run_1/pins.png
(3 px per um) Pins as bars across the die edge, other pins in gray.
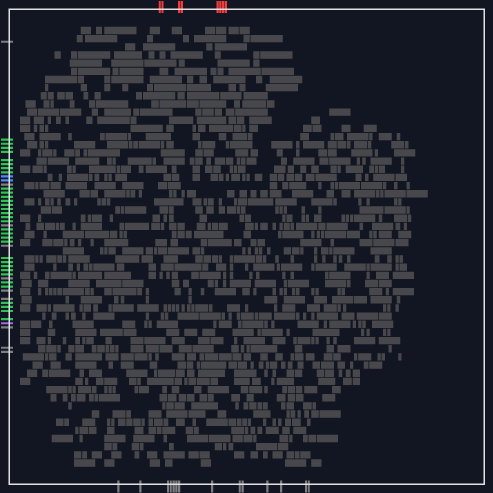
run_1/met2.png
(2 px per um)
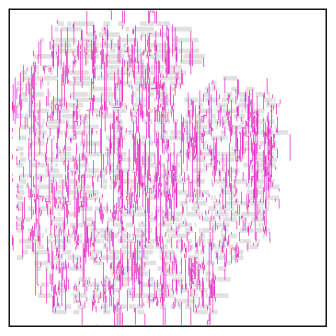
run_1/zoom.png
Region (59, 59) to (99, 99) um. Cells in gray, sequential cells in the stronger gray; small squares are vias.
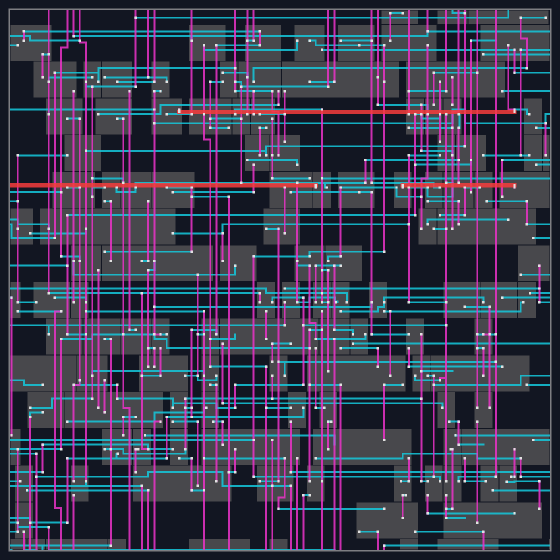
**src/rtl/svm_pkg.sv**
```systemverilog
// Shared types and helpers for the sequential linear-SVM recall engine.
// Optional bias support is enabled with SVM_RECALL_BIAS_EN.
package svm_pkg;

  localparam int MAG_W_DEF = 7;
  localparam int SM_MAX    = 32;

  typedef enum logic [1:0] {
    IDLE,
    MAC,
    DONE
  } state_t;

  localparam logic [SM_MAX:0] SM_ONE = 1;

  // Sign-magnitude (sign at bit mw) to two's complement; -0 maps to 0.
  function automatic logic signed [SM_MAX:0] sm_to_twos(
    input logic [SM_MAX-1:0] v,
    input int                mw
  );
    logic [SM_MAX:0] mag;
    mag = {1'b0, v} & ((SM_ONE << mw) - SM_ONE);
    if (v[mw] && (mag != '0)) return -$signed(mag);
    return $signed(mag);
  endfunction

endpackage

```
**src/rtl/svm_recall_seq_if.sv**
```systemverilog
// Weight-write, feature-input and result handshake bundle.
// Bias write fields exist only with SVM_RECALL_BIAS_EN.
interface svm_recall_seq_if
  import svm_pkg::*;
#(
  parameter int DIM   = 4,
  parameter int MAG_W = MAG_W_DEF,
  parameter int ACC_W = 2*MAG_W+$clog2(DIM)+1
);

  logic                     wr_en;
  logic [$clog2(DIM)-1:0]   wr_addr;
  logic [MAG_W:0]           wr_data;
`ifdef SVM_RECALL_BIAS_EN
  logic                     bias_wr_en;
  logic [ACC_W-1:0]         bias_data;
`endif
  logic                     in_valid;
  logic                     in_ready;
  logic [DIM*(MAG_W+1)-1:0] in_vec;
  logic                     out_valid;
  logic                     out_ready;
  logic [ACC_W-1:0]         out_score;
  logic                     out_result;

  modport slave (
`ifdef SVM_RECALL_BIAS_EN
    input  bias_wr_en, bias_data,
`endif
    input  wr_en, wr_addr, wr_data,
    input  in_valid, in_vec, out_ready,
    output in_ready, out_valid,
    output out_score, out_result
  );

  modport master (
`ifdef SVM_RECALL_BIAS_EN
    output bias_wr_en, bias_data,
`endif
    output wr_en, wr_addr, wr_data,
    output in_valid, in_vec, out_ready,
    input  in_ready, out_valid,
    input  out_score, out_result
  );

endinterface

```
**src/rtl/svm_sm_mult.sv**
```systemverilog
// Combinational sign-magnitude multiplier with an exact
// two's-complement product.
module svm_sm_mult
  import svm_pkg::*;
#(
  parameter int MAG_W = MAG_W_DEF
) (
  input  logic [MAG_W:0]          a_i,
  input  logic [MAG_W:0]          b_i,
  output logic signed [2*MAG_W:0] p_o
);

  localparam int P = 2*MAG_W+1;

  logic signed [SM_MAX:0] ta;
  logic signed [SM_MAX:0] tb;
  logic signed [P-1:0]    pa;
  logic signed [P-1:0]    pb;

  assign ta  = sm_to_twos(SM_MAX'(a_i), MAG_W);
  assign tb  = sm_to_twos(SM_MAX'(b_i), MAG_W);
  assign pa  = P'(ta);
  assign pb  = P'(tb);
  assign p_o = pa * pb;

endmodule

```
**src/rtl/svm_recall_seq.sv**
```systemverilog
// Sequential linear-SVM recall: one MAC per cycle over DIM elements.
// Define SVM_RECALL_BIAS_EN to add a writable accumulator bias.
module svm_recall_seq
  import svm_pkg::*;
#(
  parameter int DIM   = 4,
  parameter int MAG_W = MAG_W_DEF,
  parameter int ACC_W = 2*MAG_W+$clog2(DIM)+1
) (
  input  logic             clk,
  input  logic             rst_n,
  svm_recall_seq_if.slave  bus
);

  localparam int EW      = MAG_W+1;
  localparam int AW      = $clog2(DIM);
  localparam int PW      = 2*MAG_W+1;
  localparam int ACC_MIN = 2*MAG_W+$clog2(DIM)+1;

  if (ACC_W < ACC_MIN) begin : g_acc_chk
    $error("svm_recall_seq: ACC_W too small");
  end

  state_t                  state_q, state_d;
  logic [EW-1:0]           w_q [DIM];
  logic [DIM*EW-1:0]       x_q, x_d;
  logic [AW-1:0]           idx_q, idx_d;
  logic signed [ACC_W-1:0] acc_q, acc_d;
  logic signed [ACC_W-1:0] bias_cur;
  logic                    accept;
  logic                    w_we;
  logic                    last;
  logic [EW-1:0]           w_sel;
  logic [EW-1:0]           x_sel;
  logic signed [PW-1:0]    prod;

  assign accept = bus.in_valid && bus.in_ready;
  assign last   = (idx_q == AW'(DIM-1));
  assign w_we   = (state_q == IDLE) && bus.wr_en &&
                  (32'(bus.wr_addr) < 32'(DIM));

`ifdef SVM_RECALL_BIAS_EN
  logic signed [ACC_W-1:0] bias_q;
  logic                    b_we;

  assign b_we = (state_q == IDLE) && bus.bias_wr_en;

  always_ff @(posedge clk) begin
    if (!rst_n) bias_q <= '0;
    else if (b_we) bias_q <= bus.bias_data;
  end

  // A bias written on the accept edge seeds this run.
  assign bias_cur = b_we ? bus.bias_data : bias_q;
`else
  assign bias_cur = '0;
`endif

  always_ff @(posedge clk) begin
    if (!rst_n) begin
      for (int i = 0; i < DIM; i++) w_q[i] <= '0;
    end else if (w_we) begin
      w_q[bus.wr_addr] <= bus.wr_data;
    end
  end

  assign w_sel = w_q[idx_q];
  assign x_sel = x_q[idx_q*EW +: EW];

  svm_sm_mult #(.MAG_W(MAG_W)) u_mult (
    .a_i (w_sel),
    .b_i (x_sel),
    .p_o (prod)
  );

  always_comb begin
    acc_d = acc_q;
    idx_d = idx_q;
    x_d   = x_q;
    unique case (1'b1)
      accept: begin
        acc_d = bias_cur;
        idx_d = '0;
        x_d   = bus.in_vec;
      end
      (state_q == MAC): begin
        acc_d = acc_q + ACC_W'(prod);
        idx_d = last ? '0 : idx_q + AW'(1);
      end
      default: ;
    endcase
  end

  always_ff @(posedge clk) begin
    if (!rst_n) begin
      acc_q <= '0;
      idx_q <= '0;
      x_q   <= '0;
    end else begin
      acc_q <= acc_d;
      idx_q <= idx_d;
      x_q   <= x_d;
    end
  end

  always_ff @(posedge clk) begin
    if (!rst_n) state_q <= IDLE;
    else        state_q <= state_d;
  end

  always_comb begin
    state_d = state_q;
    unique case (state_q)
      IDLE:    if (accept) state_d = MAC;
      MAC:     if (last) state_d = DONE;
      DONE:    if (bus.out_ready) state_d = IDLE;
      default: state_d = IDLE;
    endcase
  end

  always_comb begin
    bus.in_ready   = rst_n && (state_q == IDLE);
    bus.out_valid  = rst_n && (state_q == DONE);
    bus.out_score  = acc_q;
    bus.out_result = ~acc_q[ACC_W-1];
  end

endmodule

```
**src/flat_wrapper.sv**
```systemverilog
// flat-port wrapper written by rule: the top's interface ports become plain ports
module svm_recall_seq_flat import svm_pkg::*;
#(
  parameter int DIM   = 4,
  parameter int MAG_W = MAG_W_DEF,
  parameter int ACC_W = 2*MAG_W+$clog2(DIM)+1
)
  (clk, rst_n, bus_wr_en, bus_wr_addr, bus_wr_data, bus_in_valid, bus_in_vec, bus_out_ready, bus_in_ready, bus_out_valid, bus_out_score, bus_out_result);
  svm_recall_seq_if #(.DIM(DIM), .MAG_W(MAG_W), .ACC_W(ACC_W)) bus_i ();
  input  logic clk;
  input  logic rst_n;
  input wire logic [$bits(bus_i.wr_en)-1:0] bus_wr_en;
  input wire logic [$bits(bus_i.wr_addr)-1:0] bus_wr_addr;
  input wire logic [$bits(bus_i.wr_data)-1:0] bus_wr_data;
  input wire logic [$bits(bus_i.in_valid)-1:0] bus_in_valid;
  input wire logic [$bits(bus_i.in_vec)-1:0] bus_in_vec;
  input wire logic [$bits(bus_i.out_ready)-1:0] bus_out_ready;
  output wire logic [$bits(bus_i.in_ready)-1:0] bus_in_ready;
  output wire logic [$bits(bus_i.out_valid)-1:0] bus_out_valid;
  output wire logic [$bits(bus_i.out_score)-1:0] bus_out_score;
  output wire logic [$bits(bus_i.out_result)-1:0] bus_out_result;
  assign bus_i.wr_en = bus_wr_en;
  assign bus_i.wr_addr = bus_wr_addr;
  assign bus_i.wr_data = bus_wr_data;
  assign bus_i.in_valid = bus_in_valid;
  assign bus_i.in_vec = bus_in_vec;
  assign bus_i.out_ready = bus_out_ready;
  assign bus_in_ready = bus_i.in_ready;
  assign bus_out_valid = bus_i.out_valid;
  assign bus_out_score = bus_i.out_score;
  assign bus_out_result = bus_i.out_result;
  svm_recall_seq #(.DIM(DIM), .MAG_W(MAG_W), .ACC_W(ACC_W)) u_core (.clk(clk), .rst_n(rst_n), .bus(bus_i));
endmodule
```
**config.mk**
```make
export PLATFORM = sky130hd
export DESIGN_NAME = svm_recall_seq_flat
export DESIGN_NICKNAME = d
export VERILOG_FILES = /design/src/rtl/svm_pkg.sv /design/src/rtl/svm_recall_seq_if.sv /design/src/rtl/svm_sm_mult.sv /design/src/rtl/svm_recall_seq.sv /design/src/flat_wrapper.sv
export SDC_FILE = /design/constraint.sdc
export NUM_CORES = 1
export LEC_CHECK = 0
export CAP_MARGIN = 20
export CORE_MARGIN = 3
export CORE_UTILIZATION = 35
export DETAILED_ROUTE_END_ITERATION = 7
export HOLD_SLACK_MARGIN = 0.15
export PLACE_DENSITY = 0.56
export SLEW_MARGIN = 20
export SYNTH_ARGS = -nofsm -noshare
export SYNTH_HDL_FRONTEND = slang
export SYNTH_SLANG_ARGS = --single-unit
```
**constraint.sdc**
```tcl
create_clock -name clk -period 8.2 [get_ports clk]
set_clock_uncertainty 0.1 [all_clocks]
set_input_delay 0.82 -clock clk [delete_from_list [all_inputs] [get_ports clk]]
set_output_delay 0.82 -clock clk [all_outputs]
set_load 0.01 [all_outputs]
```
==> flow_metrics.tcl, run 1 <==
# metrics dict for downstream scripts
set metrics [dict create \
    outcome "finished, final reports clean" \
    synth_top_cell_by_count "inv_1" \
    hpwl_um 15340 \
    cp_common_cell "fa_1" \
    final.setup.tns_ns 0 \
    hold_end "u_core.x_q[9]" \
    rows 54 \
    ant_nets 0 \
    clock_sinks 87 \
    r2r_end "u_core.bus.out_score[16]" \
    finalCriticalPeriod_ns 8.128 \
    synth_area_leader_cell "fa_1" \
    arrival_ns 8.26 \
    final_cells 1303 \
    syn_inst 875 \
    ys_seq_share_pct 25.57 \
    setup_viol 0 \
    lay_top_cells "inv_1, nand2_1, buf_4" \
    ys_chip_area_um2 8065 \
    grt_pass1_wl_um 31480 \
    r2r_slack_ns 0.07 \
    top_cells_by_count "inv_1, nand2_1, nor2_1" \
    grt_usage_pct 15.93 \
    total_power_uw 2285 \
    hold_path_class "reg -> reg" \
    wl_met3_um 598 \
    cpLargestDelayFamily "adder cells" \
    firstDrtPassIters 5 \
    grt-ovfl-total 0 \
    syn_nets 1064 \
    layout-drive-gt1-share_pct 17.99 \
    use_met1_pct 24.13 \
    cts-htree-levels 3 \
    path_buffers 5 \
    area_delta_synth_final_pct 26.08 \
    top_layer "met4" \
    grt_pass1_vias 6087 \
    cts_buffer_depth 2 \
    worstSetupPathType "reg -> reg" \
    cts_tree "yes" \
    pre_cts_ws_ns -0.1635 \
    gp_congestion 0.8656 \
    drt_iter0_drc 254 \
    cp_data_required_time_ns 8.33 \
    mi_logic_area_um2 5582 \
    grt_busiest_layer "met1" \
    cts_buffers 9 \
    placed_area_um2 9637 \
    ys_ff 87 \
    slowest_stage "fa_1" \
    vias 6181 \
    clk_latency_ns 0.35 \
    worst_setup_path_end_kind "register" \
    relSlewSlack_pct 31.14 \
    top_cells_by_area "fa_1, dfxtp_1, edfxtp_1" \
    crit_path_end "u_core.bus.out_score[16]" \
    vias_per_cell 4.744 \
    ff_type "dfxtp_1" \
    dr_wl_met2_um 8708 \
    synth_area_um2 8065 \
    root_buffer "clkbuf_16" \
    dp.cells 1281 \
    syn_area_per_cell_um2 9.217 \
    hold_viol 0 \
    rsz0062_at_grt "true" \
    fin_ws_ns 0.07207 \
    reg2regPathDepth 32 \
    grt_max_degree 66 \
    ys_cells 875 \
    peakVddDrop_uv 173.5 \
    drc 0 \
    initial_core_util_pct 36.28 \
    critPathMaxFanout 5 \
    holdPathStages 2 \
    chipArea_um2 24900 \
    grt_util_met3_pct 2.488 \
    start_kind "register" \
    cap_violations 0 \
    lay_top_count "inv_1" \
    power_density_nw_per_um2 224.7 \
    worst_slew_pin_slew_ns 1.031 \
    use_met2_pct 23.83 \
    synth-edff-count 32 \
    synthDistinctLibCells 56 \
]
About pins.png:
Key: bus_wr_data = red [pins 8, direction input, edge top]; bus_in_vec = green [pins 32, direction input, edge left]; bus_wr_addr = blue [pins 2, direction input, edge left]; bus_out_valid = purple [pins 1, direction output, edge left]
die y size: 157.8 um
Die W: 157.8 um
port bufs: 66

About met2.png:
The layer carries 8710 um of wire. 949 nets have wire on it.

About zoom.png:
Key: met2 = magenta; met3 = red; met1 = cyan
Most frequent: nor2_1 (32), buf_4 (17). Sequential cells in the window: 0. 109 logic cells have their middle in the window.

## run 1: repair_timing
action | in CTS | in global routing
hold buffers | 0 | 0
gates resized | 9 | 42
endpoints found under the setup margin | 3 | 4
endpoints found under the hold margin | 0 | 0
setup buffers | 0 | 6
pin swaps | 3 | 35
## run 1: worst reg2reg max path: cells and delay by family, from the launching register on
kind	cells	cell delay [ns]
adders and majority gates	8	3.20
xor gates and xnor gates	8	1.72
and+or+nand+nor	5	1.06
muxes	2	0.72
buffers and inverters	5	0.44
AOI/OAI and AO/OA	4	0.40
DFF	1	0.38
## run 1: logic make-up after synthesis
logic type | Yosys count | synth area share, %
muxes | 28 | 6.361
buffers and inverters | 159 | 7.555
adders and majority gates | 142 | 28.45
xor gates and xnor gates | 50 | 5.895
and+or+nand+nor | 301 | 17.62
DFF | 87 | 25.57
AOI/OAI and AO/OA | 108 | 8.548
## run 1: state kept, by name, indices dropped and copies added, names as in the netlist, named ones only
| signal | flops |
|---|---|
| u_core.state_q | 2 |
| u_core.idx_q | 2 |
| u_core.w_q | 32 |
| u_core.x_q | 32 |
| u_core.bus.out_score | 17 |
## run 1: cell type report
| type | instances | share of cell area [%] |
|---|---|---|
| multi-input cells | 629 | 54.89 |
| well taps | 280 | 3.445 |
| clock inverters | 7 | 0.6521 |
| clock buffers | 9 | 2.215 |
| repair buffers | 160 | 13.60 |
| flip-flops and latches | 87 | 20.36 |
| inverters | 131 | 4.836 |
## run 1: report_power, final
| group | internal (uW) | switching [uW] | total (uW) | leakage, uW |
|---|---|---|---|---|
| clock | 212 | 189 | 401 | 0.000137 |
| sequential | 493 | 35.1 | 528 | 0.000788 |
| combinational | 679 | 677 | 1360 | 0.00361 |
==> run 1 -> run 2 <==
Settings changed: CORE_UTILIZATION 35 to 54, GPL_ROUTABILITY_DRIVEN set to 0, PLACE_DENSITY 0.56 to 0.78.
run_2/final_placement.png
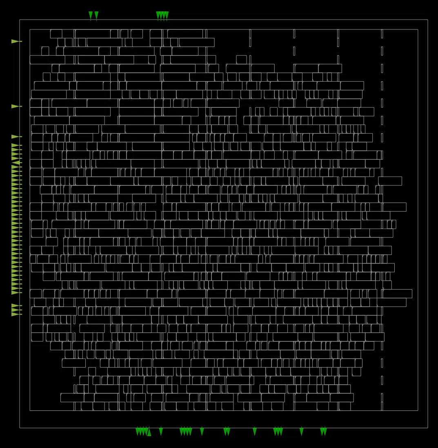
core area: 14590 um2
Final Non-Filler Cells: 1201

==> run 2 against run 1 <==
  * Combinational power rose by 6%
  * Worst hold slack barely moved
  * Maximum frequency rose by 0.60%
  * Synthesized cell count did not move
  * Clock power rose by 1%
  * Non-clock buffer count fell by 6
  * Critical path type unchanged
==> flow_metrics.tcl, run 2 <==
# metrics dict for downstream scripts
set metrics [dict create \
    ff_type "dfxtp_1" \
    ys_sh_adder_pct 28.45 \
    p_int_uw 1417 \
    synth-edff-count 32 \
    cp_common_cell "xnor2_1" \
    syn_inst 875 \
    reg2regPathDepth 30 \
    chipArea_um2 16440 \
    r2r_slack_ns 0.12 \
    relSlewSlack_pct 25.71 \
    dp.cells 1168 \
    hold_end "u_core.x_q[23]" \
    grt_usage_pct 23.47 \
    p_sw_uw 959.9 \
    worstSetupPathType "reg -> reg" \
    grt-ovfl-total 0 \
    firstDrtPassIters 5 \
    synth_area_um2 8065 \
    rows 44 \
    top_cells_by_count "inv_1, nand2_1, nor2_1" \
    cts_tree "yes" \
    finalCriticalPeriod_ns 8.080 \
    area_delta_synth_final_pct 26.28 \
    fin_ws_ns 0.1205 \
    layout-drive-gt1-share_pct 19.57 \
    syn_nets 1064 \
    post_synth_and_or_nand_nor_area_fraction_pct 17.62 \
    root_buffer "clkbuf_16" \
    pg_comb_uw 1440 \
    outcome "finished, final reports clean" \
    initial_core_util_pct 55.28 \
    cap_violations 0 \
    arrival_ns 8.22 \
    hpwl_um 13920 \
    synth_top_cell_by_count "inv_1" \
    p_seq_uw 531 \
    worst_setup_path_end_kind "register" \
    ys_cells 875 \
    worst_slew_pin_slew_ns 1.106 \
    fp.dieW_um 128.2 \
    placed_area_um2 9389 \
    hold_path_class "reg -> reg" \
    clock_sinks 87 \
    peakVddDrop_uv 138.7 \
    vias 6457 \
    critPathMaxFanout 5 \
    top_cells_by_area "fa_1, dfxtp_1, edfxtp_1" \
    grt_max_degree 66 \
    path_buffers 5 \
    synthAoiAreaFrac_pct 8.548 \
    mux_share_pct 6.361 \
    total_power_uw 2377 \
    portBuffers 66 \
    ys_seq_share_pct 25.57 \
    drt_iter0_drc 411 \
    final.setup.tns_ns 0 \
    ys_ff 87 \
    cts-htree-levels 3 \
    switching_share_pct 40.39 \
    holdPathStages 2 \
    clk_latency_ns 0.35 \
    lay_top_count "inv_1" \
    start_kind "register" \
    drc 0 \
    ys_top_logic_family "adder cells" \
    p_comb_share_pct 60.5 \
    rsz0062_at_grt "true" \
    synthDistinctLibCells 56 \
    p_clk_uw 407 \
    num-nets-final 1201 \
    cpLargestDelayFamily "adder cells" \
    lay_top_cells "inv_1, nand2_1, buf_4" \
    vias_per_cell 5.376 \
    power_density_nw_per_um2 233.4 \
    ant_nets 0 \
    grt_pass1_vias 6454 \
    ys_chip_area_um2 8065 \
    r2r_end "u_core.bus.out_score[16]" \
    pwr-share-clk_pct 17.1 \
    syn_area_per_cell_um2 9.217 \
    share_seq_of_total_power_pct 22.3 \
    grt_pass1_wl_um 31080 \
    power-top-group "combinational logic" \
    hold_viol 0 \
    die_h_um 128.2 \
]
-- run 2: repair_timing --
item                       4_1_cts  5_1_grt
pin swaps                        9       58
hold buffers                     0        0
setup endpoints to repair        3        4
resized                         12       64
setup buffers                    3       15
-- run 2: worst max path at each step --
stage	startpoint	endpoint	slack, ns	depth (start not counted)
6_report	u_core.idx_q[0]	u_core.bus.out_score[16]	0.12	30
3_5_place_dp	u_core.idx_q[0]	u_core.bus.out_score[16]	-0.25	32
5_1_grt	u_core.idx_q[0]	u_core.bus.out_score[16]	-0.21	29
2_1_floorplan	register	u_core.bus.out_score[16]	0.002	35
4_1_cts	u_core.idx_q[0]	u_core.bus.out_score[16]	0.01	31
3_3_place_gp	u_core.idx_q[0]	u_core.bus.out_score[16]	0.03	31
-- run 2: final cells by class --
cell class              count  area [um2]
clock inverters             7       75.07
repair buffers            154        1353
clock buffers               9       225.2
inverters                 131       494.2
flip-flops and latches     87        2071
multi-input cells         629        5737
well taps                 184       230.2
fillers                  1003        4404
-- run 2: per-layer routing --
metal | global-route usage (%) | up-vias | part of all wire [%]
met5 | 0 | - | 0
met4 | 6.617 | 0 | 1.9
met3 | 3.292 | 31 | 5.4
met2 | 39.47 | 211 | 50
met1 | 31.76 | 3088 | 43
li1 | - | 3127 | -
-- run 2: worst reg2reg max path, delay by kind of cell (launching register included) --
kind / cells / cell delay [ns]
AND/OR/NAND/NOR: 4 / 1.18
adder cells (fa/ha/maj): 7 / 3.13
flip-flops: 1 / 0.38
AND-OR/OR-AND: 3 / 0.33
XOR/XNOR: 9 / 1.64
multiplexers: 2 / 0.72
buffers and inverters: 5 / 0.50
Power is estimated from default activity; no workload was simulated.
